Fig. 1: congestion heat map
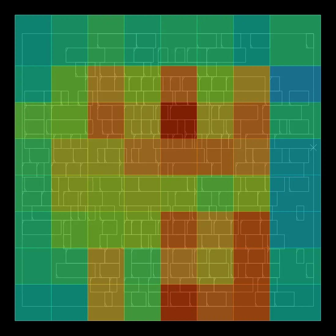
Fig. 2: wire density map
Bar = 20 um. The die is cut into 12 by 12 equal tiles; dark blue is low, red is high, scaled to the fullest tile. Values are wire area over tile area, all layers added.
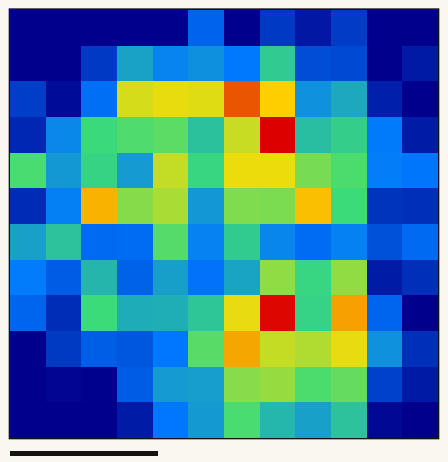
$ cat config.mk
export PLATFORM = sky130hd
export DESIGN_NAME = hazard_ctrl_unit
export DESIGN_NICKNAME = d
export VERILOG_FILES = /design/src/rtl/hazard_pkg.sv /design/src/rtl/forwarding_unit.sv /design/src/rtl/hazard_ctrl_unit.sv
export SDC_FILE = /design/constraint.sdc
export NUM_CORES = 1
export LEC_CHECK = 0
export CORE_UTILIZATION = 41
export CTS_BUF_LIST = sky130_fd_sc_hd__clkbuf_16
export DETAILED_ROUTE_END_ITERATION = 10
export PLACE_DENSITY = 0.86
export SYNTH_ARGS = -nofsm -noshare
export SYNTH_HDL_FRONTEND = slang
export SYNTH_SLANG_ARGS = --single-unit
$ cat constraint.sdc
create_clock -name clk -period 3.53 [get_ports clk]
set_input_delay 0.706 -clock clk [delete_from_list [all_inputs] [get_ports clk]]
set_output_delay 0.706 -clock clk [all_outputs]
set_load 0.05 [all_outputs]
$ cat src/rtl/hazard_pkg.sv
// Shared types for the pipeline hazard controller.
// Holds the forwarding-select enum, the controller state enum, the packed
// control-output bundle and a register-match helper.
package hazard_pkg;

    localparam int unsigned REG_W = 5;
    localparam int unsigned FWD_W = 2;
    localparam int unsigned CNT_W = 16;

    typedef enum logic [FWD_W-1:0] {
        FWD_RF    = 2'b00,
        FWD_MEMWB = 2'b01,
        FWD_EXMEM = 2'b10
    } fwd_sel_t;

    typedef enum logic [1:0] {
        S_RUN      = 2'b00,
        S_MEMWAIT  = 2'b01,
        S_REDIRECT = 2'b10
    } hz_state_t;

    // Per-register pipeline control bundle.
    typedef struct packed {
        logic pc_stall;
        logic ifid_stall;
        logic ifid_flush;
        logic idex_stall;
        logic idex_flush;
        logic exmem_stall;
        logic exmem_flush;
        logic memwb_stall;
        logic memwb_flush;
    } hz_ctrl_t;

    // Register 0 is hard-wired zero, so it never matches anything.
    function automatic logic reg_match(input logic [REG_W-1:0] a,
                                       input logic [REG_W-1:0] b);
        return (a != '0) && (a == b);
    endfunction

endpackage

$ cat src/rtl/forwarding_unit.sv
// EX-stage operand forwarding select.
// Ports: ex_rs/ex_rt   - EX source registers
//        mem_rd/mem_RegWrite, wb_rd/wb_RegWrite - in-flight writers
//        fwd_a/fwd_b   - operand source select (EX/MEM beats MEM/WB beats RF)
module forwarding_unit
    import hazard_pkg::*;
(
    input  logic [REG_W-1:0] ex_rs,
    input  logic [REG_W-1:0] ex_rt,
    input  logic [REG_W-1:0] mem_rd,
    input  logic             mem_RegWrite,
    input  logic [REG_W-1:0] wb_rd,
    input  logic             wb_RegWrite,
    output fwd_sel_t         fwd_a,
    output fwd_sel_t         fwd_b
);

    function automatic fwd_sel_t pick(input logic [REG_W-1:0] src,
                                      input logic [REG_W-1:0] m_rd,
                                      input logic             m_we,
                                      input logic [REG_W-1:0] w_rd,
                                      input logic             w_we);
        if (m_we && reg_match(src, m_rd))      return FWD_EXMEM;
        else if (w_we && reg_match(src, w_rd)) return FWD_MEMWB;
        else                                   return FWD_RF;
    endfunction

    always_comb begin
        fwd_a = pick(ex_rs, mem_rd, mem_RegWrite, wb_rd, wb_RegWrite);
        fwd_b = pick(ex_rt, mem_rd, mem_RegWrite, wb_rd, wb_RegWrite);
    end

endmodule

$ cat src/rtl/hazard_ctrl_unit.sv
// Five-stage pipeline hazard controller: memory-wait stalls, branch/jump
// redirect flushes, data-hazard interlock, operand forwarding selects and a
// saturating stall-cycle counter. Control outputs are combinational from
// state and inputs; only the state and stall_cnt are registered.
// Config macro: FORWARDING_EN - enables forwarding (load-use interlock only);
//               when undefined, any pending EX/MEM write to an ID source stalls.
// Ports: clk, reset (sync, active-high); id_* decode sources; ex_*/mem_*/wb_*
//        pipeline writer info; branch_taken/jump_taken redirects; dmem_req/
//        dmem_ready data memory handshake; *_stall/*_flush per-register
//        controls; fwd_a/fwd_b forward selects; stall_cnt stall-cycle count.
module hazard_ctrl_unit
    import hazard_pkg::*;
(
    input  logic             clk,
    input  logic             reset,
    input  logic [REG_W-1:0] id_rs,
    input  logic [REG_W-1:0] id_rt,
    input  logic             id_uses_rt,
    input  logic [REG_W-1:0] ex_rs,
    input  logic [REG_W-1:0] ex_rt,
    input  logic [REG_W-1:0] ex_rd,
    input  logic             ex_RegWrite,
    input  logic             ex_MemRead,
    input  logic [REG_W-1:0] mem_rd,
    input  logic             mem_RegWrite,
    input  logic [REG_W-1:0] wb_rd,
    input  logic             wb_RegWrite,
    input  logic             branch_taken,
    input  logic             jump_taken,
    input  logic             dmem_req,
    input  logic             dmem_ready,
    output logic             pc_stall,
    output logic             ifid_stall,
    output logic             ifid_flush,
    output logic             idex_stall,
    output logic             idex_flush,
    output logic             exmem_stall,
    output logic             exmem_flush,
    output logic             memwb_stall,
    output logic             memwb_flush,
    output logic [FWD_W-1:0] fwd_a,
    output logic [FWD_W-1:0] fwd_b,
    output logic [CNT_W-1:0] stall_cnt
);

    hz_state_t state;
    hz_state_t state_next;
    hz_ctrl_t  ctrl;
    logic      mem_wait;
    logic      redirect;
    logic      data_hazard;

    assign mem_wait = dmem_req && !dmem_ready;
    assign redirect = branch_taken || jump_taken;

`ifdef FORWARDING_EN
    fwd_sel_t fwd_a_sel;
    fwd_sel_t fwd_b_sel;
    logic     unused_ok;

    // With forwarding only a load result still in EX cannot be bypassed.
    assign data_hazard = ex_MemRead &&
                         (reg_match(id_rs, ex_rd) ||
                          (id_uses_rt && reg_match(id_rt, ex_rd)));

    forwarding_unit u_forwarding_unit (
        .ex_rs        (ex_rs),
        .ex_rt        (ex_rt),
        .mem_rd       (mem_rd),
        .mem_RegWrite (mem_RegWrite),
        .wb_rd        (wb_rd),
        .wb_RegWrite  (wb_RegWrite),
        .fwd_a        (fwd_a_sel),
        .fwd_b        (fwd_b_sel)
    );

    assign fwd_a     = reset ? FWD_RF : fwd_a_sel;
    assign fwd_b     = reset ? FWD_RF : fwd_b_sel;
    assign unused_ok = ex_RegWrite;
`else
    logic unused_ok;

    // Without forwarding, any writer still in EX or MEM blocks the read.
    // WB is excluded: the register file writes before it is read.
    function automatic logic pending(input logic [REG_W-1:0] src,
                                     input logic [REG_W-1:0] e_rd,
                                     input logic             e_we,
                                     input logic [REG_W-1:0] m_rd,
                                     input logic             m_we);
        return (e_we && reg_match(src, e_rd)) || (m_we && reg_match(src, m_rd));
    endfunction

    assign data_hazard = pending(id_rs, ex_rd, ex_RegWrite, mem_rd, mem_RegWrite) ||
                         (id_uses_rt &&
                          pending(id_rt, ex_rd, ex_RegWrite, mem_rd, mem_RegWrite));

    assign fwd_a     = FWD_RF;
    assign fwd_b     = FWD_RF;
    assign unused_ok = ^{ex_rs, ex_rt, ex_MemRead, wb_rd, wb_RegWrite};
`endif

    // State register.
    always_ff @(posedge clk) begin
        if (reset) state <= S_RUN;
        else       state <= state_next;
    end

    // Next state and control outputs; memory wait > redirect > data hazard.
    always_comb begin
        ctrl       = '0;
        state_next = state;

        if (mem_wait) begin
            ctrl.pc_stall    = 1'b1;
            ctrl.ifid_stall  = 1'b1;
            ctrl.idex_stall  = 1'b1;
            ctrl.exmem_stall = 1'b1;
            ctrl.memwb_flush = 1'b1;
            state_next       = S_MEMWAIT;
        end else begin
            unique case (state)
                S_RUN, S_MEMWAIT: begin
                    // On the release cycle the held MEM inputs may carry a
                    // redirect that was deferred by the wait; honour it now.
                    if (redirect) begin
                        ctrl.ifid_flush  = 1'b1;
                        ctrl.idex_flush  = 1'b1;
                        ctrl.exmem_flush = 1'b1;
                        state_next       = S_REDIRECT;
                    end else begin
                        state_next = S_RUN;
                        if (state == S_RUN && data_hazard) begin
                            ctrl.pc_stall   = 1'b1;
                            ctrl.ifid_stall = 1'b1;
                            ctrl.idex_flush = 1'b1;
                        end
                    end
                end
                S_REDIRECT: state_next = S_RUN;
                default:    state_next = S_RUN;
            endcase
        end

        // A flush wins over a stall of the same pipeline register.
        if (ctrl.ifid_flush)  ctrl.ifid_stall  = 1'b0;
        if (ctrl.idex_flush)  ctrl.idex_stall  = 1'b0;
        if (ctrl.exmem_flush) ctrl.exmem_stall = 1'b0;
        if (ctrl.memwb_flush) ctrl.memwb_stall = 1'b0;

        if (reset) ctrl = '0;
    end

    assign pc_stall    = ctrl.pc_stall;
    assign ifid_stall  = ctrl.ifid_stall;
    assign ifid_flush  = ctrl.ifid_flush;
    assign idex_stall  = ctrl.idex_stall;
    assign idex_flush  = ctrl.idex_flush;
    assign exmem_stall = ctrl.exmem_stall;
    assign exmem_flush = ctrl.exmem_flush;
    assign memwb_stall = ctrl.memwb_stall;
    assign memwb_flush = ctrl.memwb_flush;

    // Saturating count of cycles in which the PC was held.
    always_ff @(posedge clk) begin
        if (reset)                               stall_cnt <= '0;
        else if (ctrl.pc_stall && stall_cnt != '1) stall_cnt <= stall_cnt + CNT_W'(1);
    end

endmodule

==> flow_summary.yaml <==
# yosys + openroad results
status:
  run_status: "complete, but fails checks"
  violations: "DRC"
route:
  remaining_drc_errors: 1
  drtPass1Iterations: 7
  vias_per_cell: 5.42
  ant_nets: 0
power:
  leakage_uw: 0.000704
  maxPowerGroup: "the clock network"
  p_seq_share_pct: 35.9
  powerDensity_nw_per_um2: 307
  p_comb_share_pct: 24.4
  p_clk_share_pct: 39.6
  comb-power_uw: 141
  swShare_pct: 26.9
yosys:
  ys_warn_count: 0
  ys_seq_elements: 18
  ys_types: 43
  edf_count: 0
  synth-main-ff-cell: "dfxtp_1"
  synth_cells: 155
  syn_avg_cell_area_um2: 8.27
  synth-simple-area-share_pct: 27.7
  fa_ha_area_share_pct: 0.976
  synthTopLogicFamily: "simple AND/OR/NAND/NOR gates"
  yosys_cells: 155
  ys_async_sr_fraction_pct: 0
  netlist_area_um2: 1280
  aoi_share_pct: 16.7
cells_and_area:
  antennaDiodeCount: 0
  area_growth_pct: 46.7
  fin_area_um2: 1880
  logic_gate_count: 125
  seq-cell-share_pct: 19.1
  regArea_um2: 360
  drive_gt1_share_pct: 13.0
  nNetsFinal: 255
  inv_count: 5
  comb_share_pct: 43.8
  nonClockBufferCount: 55
  ff_count: 18
global_route:
  grt.overflow.total: 0
  grt_max_degree: 20
  grt_pass1_vias: 1130
  antenna_found_initial: 0
die:
  io_pins: 75
  rows: 19
  die_w_um: 57.9
  tapCellCount: 31
  die-area_um2: 3360
placed_design:
  dpl_cell_area_um2: 1800
  pre_cts_ws_ns: 0.193
  dp_hpwl_um: 2490
clock_network:
  post_cts_buffers: 0
  cts_sinks: 18
  insertion_delay_ns: 0.25
  root_buffer: "clkbuf_16"
  ctsHoldBuffers: 0
worst_setup_path:
  r2r_cells: 8
  cp.required_ns: 2.82
  cp_max_fo: 6
  path_cells: "clkdlybuf4s50_1 -> or4_1 -> o21a_1 -> a32o_2 -> nor2_4 -> inv_2 -> buf_12"
  crit_cells: 7
  path_buffers: 3
  worstSetupPathType: "input pin to primary output"
  critical_path.top_delay_family: "buffers and inverters"
  worst_path_largest_cell_delay_ns: 0.54
sta:
  skew_ns: 0.00477
  rsz0062_at_grt: "false"
  setup_viol: 0
  worst_pin_slew_ns: 0.500
  slew_violations: 0
hold_path:
  min_to: "stall_cnt[15]"
  worstHoldStart: "stall_cnt[15]"
  hp-class: "flop to flop"
## Picture notes: Fig. 1
Total GRT Usage: 19.9%
met3 Use GR: 4.02%
GR peak layer: met2

## Picture notes: Fig. 2
nearly empty tiles	15%
tiles over half the peak	26%
emptiest ninth of the die	bottom left
fullest tile	0.45
WL per Instance: 13.4 um
final WL: 3180 um
DR vias: 1289

[sequential cells by signal, summed over array words and instances (netlist names)]
register,cells
stall_cnt,16
state,2
[metal layers]
metal	wire length [um]	vias to the layer above	track usage, %	share of wire (%)
met5	0	-	0	0
met4	12	0	5.44	0.38
met3	121	2	4.02	3.8
met2	1580	36	33.0	50
met1	1470	599	26.3	46
li1	-	652	-	-
[cell families after synthesis]
kind of cell | Yosys count
buf+inv | 16
simple gates | 64
other cells | 1
mux | 3
flops | 18
fa+ha+maj | 1
xor+xnor | 21
compound gates | 31
[synthesized netlist by cell type (2+ instances only)]
library cell	number	area share (%)
nand2_1	12	3.5
nor2_4	2	1.8
o21a_1	2	1.2
nand4_1	4	2.0
nand3_1	9	3.5
o31ai_1	5	2.9
o21ai_1	4	1.6
mux2_4	2	2.3
buf_6	2	1.8
dfxtp_1	18	28
or4_1	4	2.3
inv_1	4	1.2
or3_1	3	1.5
and3_1	6	2.9
buf_4	7	4.1
a21oi_1	8	3.1
nor2_1	14	4.1
nor3_1	2	0.78
o211ai_1	4	2.3
xnor2_1	20	14
[through the flow]
stage	std cells	utilization, %
3_3_place_gp	234	63.2
5_1_grt	238	66.0
4_1_cts	238	66.0
6_report	238	66.0
3_5_place_dp	234	63.2
2_1_floorplan	159	-
[placed cells by master, fill, tap and decap left out, types with 4 or more instances in the layout]
cell and n:
and3_1 6, dfxtp_1 18, nand3_1 9, inv_1 4, xnor2_1 20, nand2_1 12
a21oi_1 8, nor2_1 14, nand4_1 4, o211ai_1 4, o31ai_1 5, or4_1 4
clkdlybuf4s50_1 44, conb_1 5, o21ai_1 4, buf_4 8
[worst min-delay path, cell delays in order, from the launching register on]
cell and delay (ns):
dfxtp_1 0.33, o31ai_1 0.07, a21oi_1 0.05
Power is estimated from default activity; no workload was simulated.
